Figure 1. Selected gate families (run 1).
Bar = 20 um.
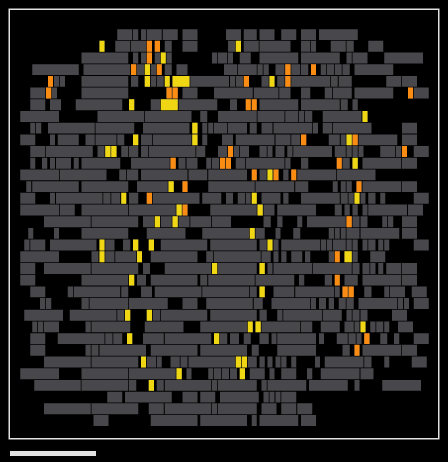
Figure 2. M4 wires (run 1).
Bar = 20 um.
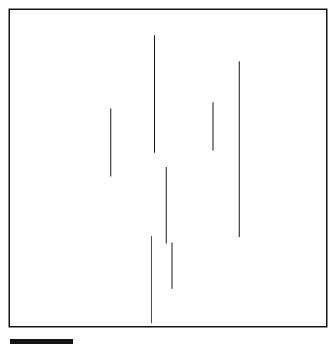
Figure 3. Placed standard cells (run 1).
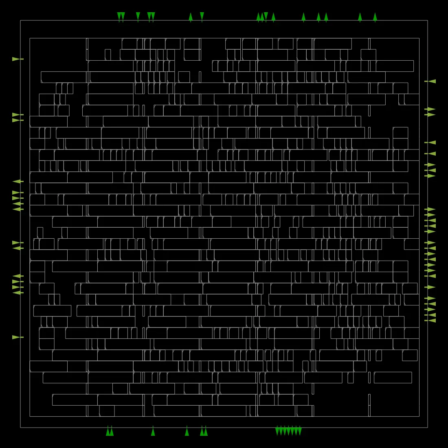
[src/rtl/instruction_encoder_pkg.sv]
// Shared definitions for the instruction encoder: word layout, encoding,
// field legality and the loader FSM states.
package instruction_encoder_pkg;

    localparam int WORD_W = 16;

    // Bit positions of the 16-bit instruction word (shared with the decoder)
    localparam int MB_POS = 15;
    localparam int RW_POS = 14;   // holds ~RW
    localparam int MD_POS = 13;
    localparam int FS_HI  = 12;   // FS[3:1]
    localparam int FS_LO  = 10;
    localparam int CB_POS = 9;    // BC when PL, else FS[0]
    localparam int DA_HI  = 8;
    localparam int DA_LO  = 6;
    localparam int AA_HI  = 5;
    localparam int AA_LO  = 3;
    localparam int BA_HI  = 2;
    localparam int BA_LO  = 0;

    typedef enum logic [1:0] {
        ST_IDLE  = 2'd0,
        ST_LOAD  = 2'd1,
        ST_DRAIN = 2'd2
    } state_t;

    // Pack the control-word fields into the instruction format
    function automatic logic [WORD_W-1:0] encode_word(
        input logic [2:0] da,
        input logic [2:0] aa,
        input logic [2:0] ba,
        input logic [3:0] fs,
        input logic       mb,
        input logic       md,
        input logic       rw,
        input logic       pl,
        input logic       bc
    );
        logic [WORD_W-1:0] w;
        w               = '0;
        w[MB_POS]       = mb;
        w[RW_POS]       = ~rw;
        w[MD_POS]       = md;
        w[FS_HI:FS_LO]  = fs[3:1];
        w[CB_POS]       = pl ? bc : fs[0];
        w[DA_HI:DA_LO]  = da;
        w[AA_HI:AA_LO]  = aa;
        w[BA_HI:BA_LO]  = ba;
        return w;
    endfunction

    // True when the decoder can regenerate every field from the encoded word
    function automatic logic fields_legal(
        input logic fs0,
        input logic mb,
        input logic md,
        input logic rw,
        input logic mw,
        input logic pl,
        input logic jb,
        input logic bc
    );
        logic ok;
        ok = (mw == (~rw & ~mb)) &&
             (pl == (~rw & mb))  &&
             (jb == md);
        if (pl)
            ok = ok && (fs0 == 1'b0);
        else
            ok = ok && (bc == fs0);
        return ok;
    endfunction

endpackage

[src/rtl/inst_fifo.sv]
// Synchronous FIFO holding encoded instruction words between the input
// handshake and the memory write stage. Head word is visible combinationally.
module inst_fifo #(
    parameter int DEPTH  = 4,
    parameter int DATA_W = 16
) (
    input  logic              clk,
    input  logic              rst,
    input  logic              push,
    input  logic              pop,
    input  logic [DATA_W-1:0] wdata,
    output logic [DATA_W-1:0] rdata,
    output logic              full,
    output logic              empty
);

    localparam int PW = $clog2(DEPTH);

    logic [DATA_W-1:0] mem [DEPTH];
    logic [PW:0]       wptr;
    logic [PW:0]       rptr;
    logic              do_push;
    logic              do_pop;

    assign do_push = push & ~full;
    assign do_pop  = pop & ~empty;
    assign empty   = (wptr == rptr);
    assign full    = (wptr[PW] != rptr[PW]) && (wptr[PW-1:0] == rptr[PW-1:0]);
    assign rdata   = mem[rptr[PW-1:0]];

    // Pointer update; reset returns the FIFO to empty
    always_ff @(posedge clk or posedge rst) begin
        if (rst) begin
            wptr <= '0;
            rptr <= '0;
        end else begin
            if (do_push)
                wptr <= wptr + 1'b1;
            if (do_pop)
                rptr <= rptr + 1'b1;
        end
    end

    // Storage array; contents need no reset since the pointers gate them
    always_ff @(posedge clk) begin
        if (do_push)
            mem[wptr[PW-1:0]] <= wdata;
    end

endmodule

[src/rtl/instruction_encoder.sv]
// Program-loader front end: encodes control-word fields, drops illegal
// combinations, buffers legal words and writes them to instruction memory
// at auto-incrementing addresses over a request/acknowledge handshake.
module instruction_encoder
    import instruction_encoder_pkg::*;
#(
    parameter int DEPTH = 4,
    parameter int AW    = 8
) (
    input  logic          CLK,
    input  logic          RST,
    input  logic          START,
    input  logic          STOP,
    input  logic [AW-1:0] BASE,
    input  logic          IN_VALID,
    output logic          IN_READY,
    input  logic [2:0]    DA,
    input  logic [2:0]    AA,
    input  logic [2:0]    BA,
    input  logic [3:0]    FS,
    input  logic          MB,
    input  logic          MD,
    input  logic          RW,
    input  logic          MW,
    input  logic          PL,
    input  logic          JB,
    input  logic          BC,
    output logic          MEM_REQ,
    output logic [AW-1:0] MEM_ADDR,
    output logic [15:0]   MEM_DATA,
    input  logic          MEM_ACK,
    output logic          ILLEGAL,
    output logic [7:0]    ERR_CNT,
    output logic          DONE
);

    state_t            state;
    state_t            state_nxt;
    logic              fifo_full;
    logic              fifo_empty;
    logic              fifo_push;
    logic              fifo_pop;
    logic [WORD_W-1:0] fifo_head;
    logic [WORD_W-1:0] enc_word;
    logic              legal;
    logic              hs;
    logic              out_load;
    logic              sess_start;
    logic              drain_done;
    logic [AW-1:0]     addr_cnt;

    assign enc_word   = encode_word(DA, AA, BA, FS, MB, MD, RW, PL, BC);
    assign legal      = fields_legal(FS[0], MB, MD, RW, MW, PL, JB, BC);
    assign hs         = IN_VALID & IN_READY;
    assign fifo_push  = hs & legal;
    // The output register takes a new word whenever it is empty or being acked
    assign out_load   = (~MEM_REQ | MEM_ACK) & ~fifo_empty;
    assign fifo_pop   = out_load;
    assign sess_start = (state == ST_IDLE) & START;
    // Drain ends once nothing is buffered and the last request (if any) completes
    assign drain_done = (state == ST_DRAIN) & fifo_empty & (~MEM_REQ | MEM_ACK);

    inst_fifo #(
        .DEPTH  (DEPTH),
        .DATA_W (WORD_W)
    ) u_fifo (
        .clk   (CLK),
        .rst   (RST),
        .push  (fifo_push),
        .pop   (fifo_pop),
        .wdata (enc_word),
        .rdata (fifo_head),
        .full  (fifo_full),
        .empty (fifo_empty)
    );

    // FSM state register
    always_ff @(posedge CLK or posedge RST) begin
        if (RST)
            state <= ST_IDLE;
        else
            state <= state_nxt;
    end

    // Next-state and input-ready decode; ready looks only at full, so a pop
    // in the same cycle never admits a push into a full FIFO
    always_comb begin
        state_nxt = state;
        IN_READY  = 1'b0;
        case (state)
            ST_IDLE: begin
                if (START)
                    state_nxt = ST_LOAD;
            end
            ST_LOAD: begin
                IN_READY = ~fifo_full;
                if (STOP)
                    state_nxt = ST_DRAIN;
            end
            ST_DRAIN: begin
                if (drain_done)
                    state_nxt = ST_IDLE;
            end
            default: state_nxt = ST_IDLE;
        endcase
    end

    // Memory write stage: request, address and data held until acknowledged
    always_ff @(posedge CLK or posedge RST) begin
        if (RST) begin
            MEM_REQ  <= 1'b0;
            MEM_ADDR <= '0;
            MEM_DATA <= '0;
        end else if (out_load) begin
            MEM_REQ  <= 1'b1;
            MEM_ADDR <= addr_cnt;
            MEM_DATA <= fifo_head;
        end else if (MEM_ACK) begin
            MEM_REQ  <= 1'b0;
        end
    end

    // Address counter: loads BASE at session start, advances per issued word
    always_ff @(posedge CLK or posedge RST) begin
        if (RST)
            addr_cnt <= '0;
        else if (sess_start)
            addr_cnt <= BASE;
        else if (out_load)
            addr_cnt <= addr_cnt + 1'b1;
    end

    // Rejection pulse, saturating error count and drain-complete pulse
    always_ff @(posedge CLK or posedge RST) begin
        if (RST) begin
            ILLEGAL <= 1'b0;
            ERR_CNT <= '0;
            DONE    <= 1'b0;
        end else begin
            ILLEGAL <= hs & ~legal;
            DONE    <= drain_done;
            if (sess_start)
                ERR_CNT <= '0;
            else if (hs && !legal && ERR_CNT != 8'hFF)
                ERR_CNT <= ERR_CNT + 1'b1;
        end
    end

endmodule

[config.mk]
export PLATFORM = sky130hd
export DESIGN_NAME = instruction_encoder
export DESIGN_NICKNAME = d
export VERILOG_FILES = /design/src/rtl/instruction_encoder_pkg.sv /design/src/rtl/inst_fifo.sv /design/src/rtl/instruction_encoder.sv
export SDC_FILE = /design/constraint.sdc
export NUM_CORES = 1
export LEC_CHECK = 0
export ABC_AREA = 1
export CAP_MARGIN = 10
export CORE_MARGIN = 2
export CORE_UTILIZATION = 54
export DETAILED_ROUTE_END_ITERATION = 8
export GPL_TIMING_DRIVEN = 1
export PLACE_DENSITY = 0.79
export SLEW_MARGIN = 20
export SYNTH_ARGS = -nofsm -noshare
export SYNTH_HDL_FRONTEND = slang
export SYNTH_SLANG_ARGS = --single-unit
[constraint.sdc]
create_clock -name CLK -period 2.5 [get_ports CLK]
set_input_delay 0.5 -clock CLK [delete_from_list [all_inputs] [get_ports CLK]]
set_output_delay 0.5 -clock CLK [all_outputs]
set_load 0.05 [all_outputs]
==> metrics.csv, run 1 <==
metric,value,unit
antenna_found_initial,0,
fin_crit,2.280,ns
warning_count,29,
detail-route-antenna-nets,0,
finalHoldViolCount,0,
cellLeakagePower,2.741,nW
finalSetupViolCount,0,
powerDensity,1278,mW/mm2
cts_setup_buffers,0,
tns,0,ns
r2r-start,u_fifo.rptr[1]$_DFFE_PP0P_,
viasPerCell,5.420,
ys_seq_share,64.86,%
ys_area,0.004931,mm2
taps,108,
wl_per_cell,16.09,um
comb_area_share,23.54,%
status,completed,
ys_warn_count,0,
grt_pass1_vias,3788,
edf_count,64,
core-area,0.008806,mm2
clock.fmax,438.7,MHz
startpoint,ERR_CNT[3]$_DFFE_PP0P_,
synth_area,0.004931,mm2
Back to the opening pictures, Figure 1:
family	color	cells	most used
inv cells	orange	38	inv_1
nor cells	yellow	52	nor2_1

Back to the opening pictures, Figure 2:
main direction	vertical
share of all routed wire	1.8%
longest straight run	55.1 um

Back to the opening pictures, Figure 3:
non-filler instance count after layout: 685
filler instances: 607

run 1: cell usage after synthesis, types with 2 or more instances:
| cell type | instances | area share [%] |
|---|---|---|
| nand2_1 | 125 | 9.5 |
| edfxtp_1 | 64 | 39 |
| dfrtp_1 | 51 | 26 |
| nor2_1 | 49 | 3.7 |
| o21ai_0 | 41 | 4.2 |
| inv_1 | 35 | 2.7 |
| nand3_1 | 23 | 2.3 |
| o22ai_1 | 16 | 2.0 |
| o21ai_1 | 12 | 1.2 |
| xor2_1 | 10 | 1.8 |
| buf_2 | 7 | 0.71 |
| clkbuf_1 | 7 | 0.53 |
| ha_1 | 7 | 1.8 |
| nand4_1 | 6 | 0.76 |
| buf_4 | 3 | 0.46 |
| inv_2 | 3 | 0.23 |
| nand2_2 | 3 | 0.38 |
| nand3_2 | 2 | 0.41 |
| nor2_4 | 2 | 0.46 |
| or2_2 | 2 | 0.25 |
run 1: through the flow:
step                      instances  util, %  worst slack [ns]  cell area (um2)  hold slack (ns)
after CTS                       685    72.66            0.2058             6399           0.3262
after detailed placement        653    66.13           0.09152             5823           0.4662
after global routing            685    72.66            0.1648             6399           0.3511
after floorplan                 476        -            0.2257             4931           0.4707
final                           685    72.66            0.2204             6399           0.3228
after global placement          653    66.13            0.1692             5823           0.4637
run 1: per-layer routing:
metal / global-route usage [%] / part of all wire, %
met1: 30.15 / 42
met2: 41.48 / 50
met3: 5.622 / 5.9
met4: 8.535 / 1.8
met5: 0 / 0
run 1: kinds of logic after synthesis:
family / synth area share (%)
AOI/OAI and AO/OA: 7.968
adders and majority gates: 1.776
buffers and inverters: 4.593
xor gates and xnor gates: 2.106
and+or+nand+nor: 18.70
DFF: 64.86
run 1: power by group:
part	leakage (nW)	switching, W	internal [W]
logic	1.23	0.00219	0.00105
registers	1.21	0.000270	0.00238
clock network	0.295	0.000821	0.00146
run 1: cell usage in the layout, fill, tap and decap left out, types with 3 or more instances in the layout:
master and instances:
clkbuf_16 18, o22ai_1 16, dfrtp_1 51, edfxtp_1 64, o21ai_1 12, inv_4 3
clkdlybuf4s50_1 68, clkinv_2 4, clkbuf_8 6, inv_1 34, nand2_1 125, nor2_1 49
buf_4 16, nand4_1 6, inv_2 4, o21ai_0 41, nand2_2 3, ha_1 7
nand3_1 23, xor2_1 10
run 1: flip-flops by register name (all words and copies together), names as in the netlist, 2 cells and up:
| register | count |
|---|---|
| u_fifo.mem | 64 |
| MEM_DATA | 16 |
| ERR_CNT | 8 |
| MEM_ADDR | 8 |
| addr_cnt | 8 |
| u_fifo.rptr | 3 |
| u_fifo.wptr | 3 |
| state | 2 |
run 1: final timing paths:
path | endpoint | slack [ns]
max | ERR_CNT[3] | 0.22
min | ERR_CNT[0]$_DFFE_PP0P_ | 0.32
max reg2reg | u_fifo.mem[3][7]$_DFFE_PP_ | 0.65
min reg2reg | MEM_DATA[9]$_DFFE_PP0P_ | 0.48
max in group asynchronous | MEM_DATA[13]$_DFFE_PP0P_ | 1.54
min in group CLK | MEM_DATA[9]$_DFFE_PP0P_ | 0.48
Figure 4. Routed metal, one color a layer (run 1).
Bar = 20 um.
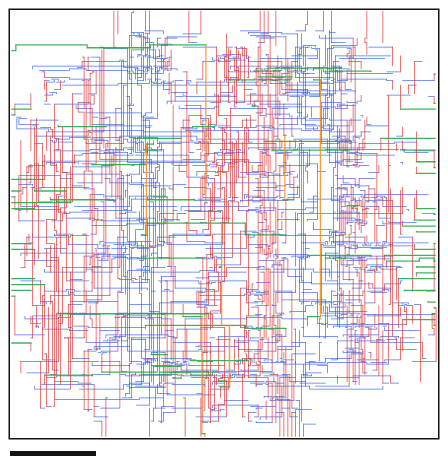

==> run 2, diff against run 1 <==
- SKIP_CTS_REPAIR_TIMING: default -> 1
- clock period: 2.5 -> 2.1 ns (I/O delays scaled with it)
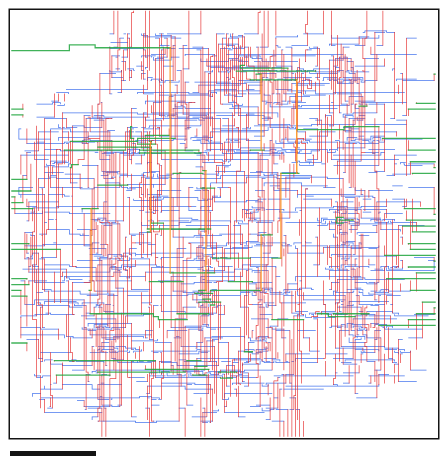
Figure 5: run 2, routed metal, one color a layer.
Bar = 20 um.
layer	color	wire length
M3	green	659 um
M4	orange	192 um
M2	red	5670 um
M1	blue	4570 um

==> metrics.csv, run 2 <==
metric,value,unit
top_area_cell,edfxtp_1,
firstDrtPassIters,5,
synth_area,0.004931,mm2
top_cell,nand2_1,
placed_cells,661,
mostFrequentLayoutCells,"nand2_1, edfxtp_1, dfrtp_1",
yosys-top-cells-count,"nand2_1, edfxtp_1, dfrtp_1",
largest_reg_flops,64,
edf_count,64,
ys_seq_share,64.86,%
antenna_found_initial,0,
cellLeakagePower,3.198,nW
ys_area,0.004931,mm2
r2r_end,u_fifo.mem[0][15]$_DFFE_PP_,
area_leaders,"edfxtp_1, dfrtp_1, nand2_1",
grt_pass1_vias,3807,
r2r-start,state[1]$_DFFE_PP0P_,
final_core_util,74.37,%
powerDensity,1499,mW/mm2
synth_top_area_share,38.97,%
finalSetupViolCount,0,
warning_count,30,
worst_r2r_path_depth,6,
rrSetupSlack,0.34,ns
detail-route-antenna-nets,0,
status,completed,
ys_warn_count,0,
fp_nets,517,
wl_per_cell,15.96,um
clock.fmax,486.3,MHz
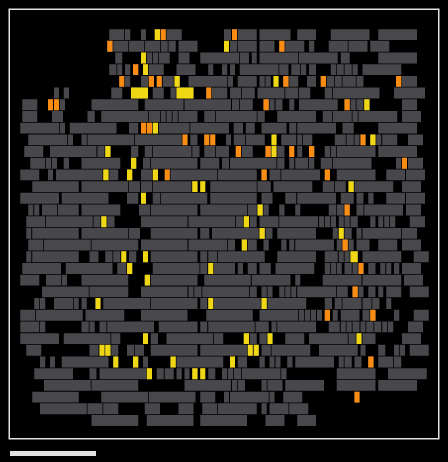
Figure 6: run 2, selected gate families.
Bar = 20 um.
family	color	cells	most used
nor cells	yellow	52	nor2_1
inv cells	orange	38	inv_1
Top cell excl fill/tap: nand2_1
combinational share of cell area: 23.00%
non-filler instance count after layout: 695

[run 2: netlist changes by cell type in the layout (fill, tap and decap cells not counted), moves of 3 or more]
cell / before / now
clkbuf_8: 6 / 2
buf_4: 16 / 25
clkdlybuf4s50_1: 68 / 35
clkbuf_1: 1 / 4
dlymetal6s2s_1: 0 / 33
inv_4: 3 / 0
[run 2: worst max path at each step]
stage | from | to | slack [ns] | cells past startpoint
final | MEM_DATA[4]$_DFFE_PP0P_ | MEM_DATA[4] | 0.04 | 1
after global routing | state[0]$_DFFE_PP0P_ | IN_READY | 0.002 | 5
after CTS | ERR_CNT[5]$_DFFE_PP0P_ | ERR_CNT[5] | -0.14 | 1
after detailed placement | MD | u_fifo.mem[0][10]$_DFFE_PP_ | -0.16 | 10
after global placement | MD | u_fifo.mem[1][5]$_DFFE_PP_ | -0.08 | 10
after floorplan | RW | u_fifo.mem[0][0]$_DFFE_PP_ | -0.09 | 9
[run 2: layout make-up]
class,count,share of cell area (%)
Inverter,38,2.178
Clock inverter,10,1.700
Clock buffer,22,6.763
Multi-Input combinational cell,306,23.00
Tap cell,108,2.063
Sequential cell,115,48.85
Timing Repair Buffer,96,15.44
[run 2: metal layers]
layer / global-route usage [%] / part of all wire, %
met5: 0 / 0
met2: 39.86 / 51
met3: 5.762 / 5.9
met4: 10.64 / 1.7
met1: 29.79 / 41
[run 2: stage by stage]
step / cell area (um2) / setup slack [ns] / setup TNS (ns) / hold slack, ns
2_1_floorplan: 4931 / -0.09428 / -6.033 / 0.4707
3_3_place_gp: 5896 / -0.08464 / -3.707 / 0.4643
3_5_place_dp: 5896 / -0.1609 / -7.645 / 0.4661
4_1_cts: 6450 / -0.1362 / -0.9861 / 0.2747
5_1_grt: 6549 / 0.002277 / 0 / 0.3191
6_report: 6549 / 0.04383 / 0 / 0.2809
[run 2: kinds of logic after synthesis]
group	count (synthesis)	share of synthesized area, %
simple gates	216	18.70
compound gates	72	7.968
buf+inv	55	4.593
flops	115	64.86
xor+xnor	11	2.106
fa+ha+maj	7	1.776
[run 2: where the power goes]
| part | leakage [nW] | internal [W] | switching [W] | total [W] |
|---|---|---|---|---|
| sequential | 1.21 | 0.00283 | 0.000307 | 0.00314 |
| clock | 0.266 | 0.00171 | 0.000958 | 0.00267 |
| combinational | 1.72 | 0.00133 | 0.00267 | 0.00401 |
| total | 3.20 | 0.00588 | 0.00394 | 0.00982 |
Power figures rest on the tool's default switching activity, not on a simulated workload.
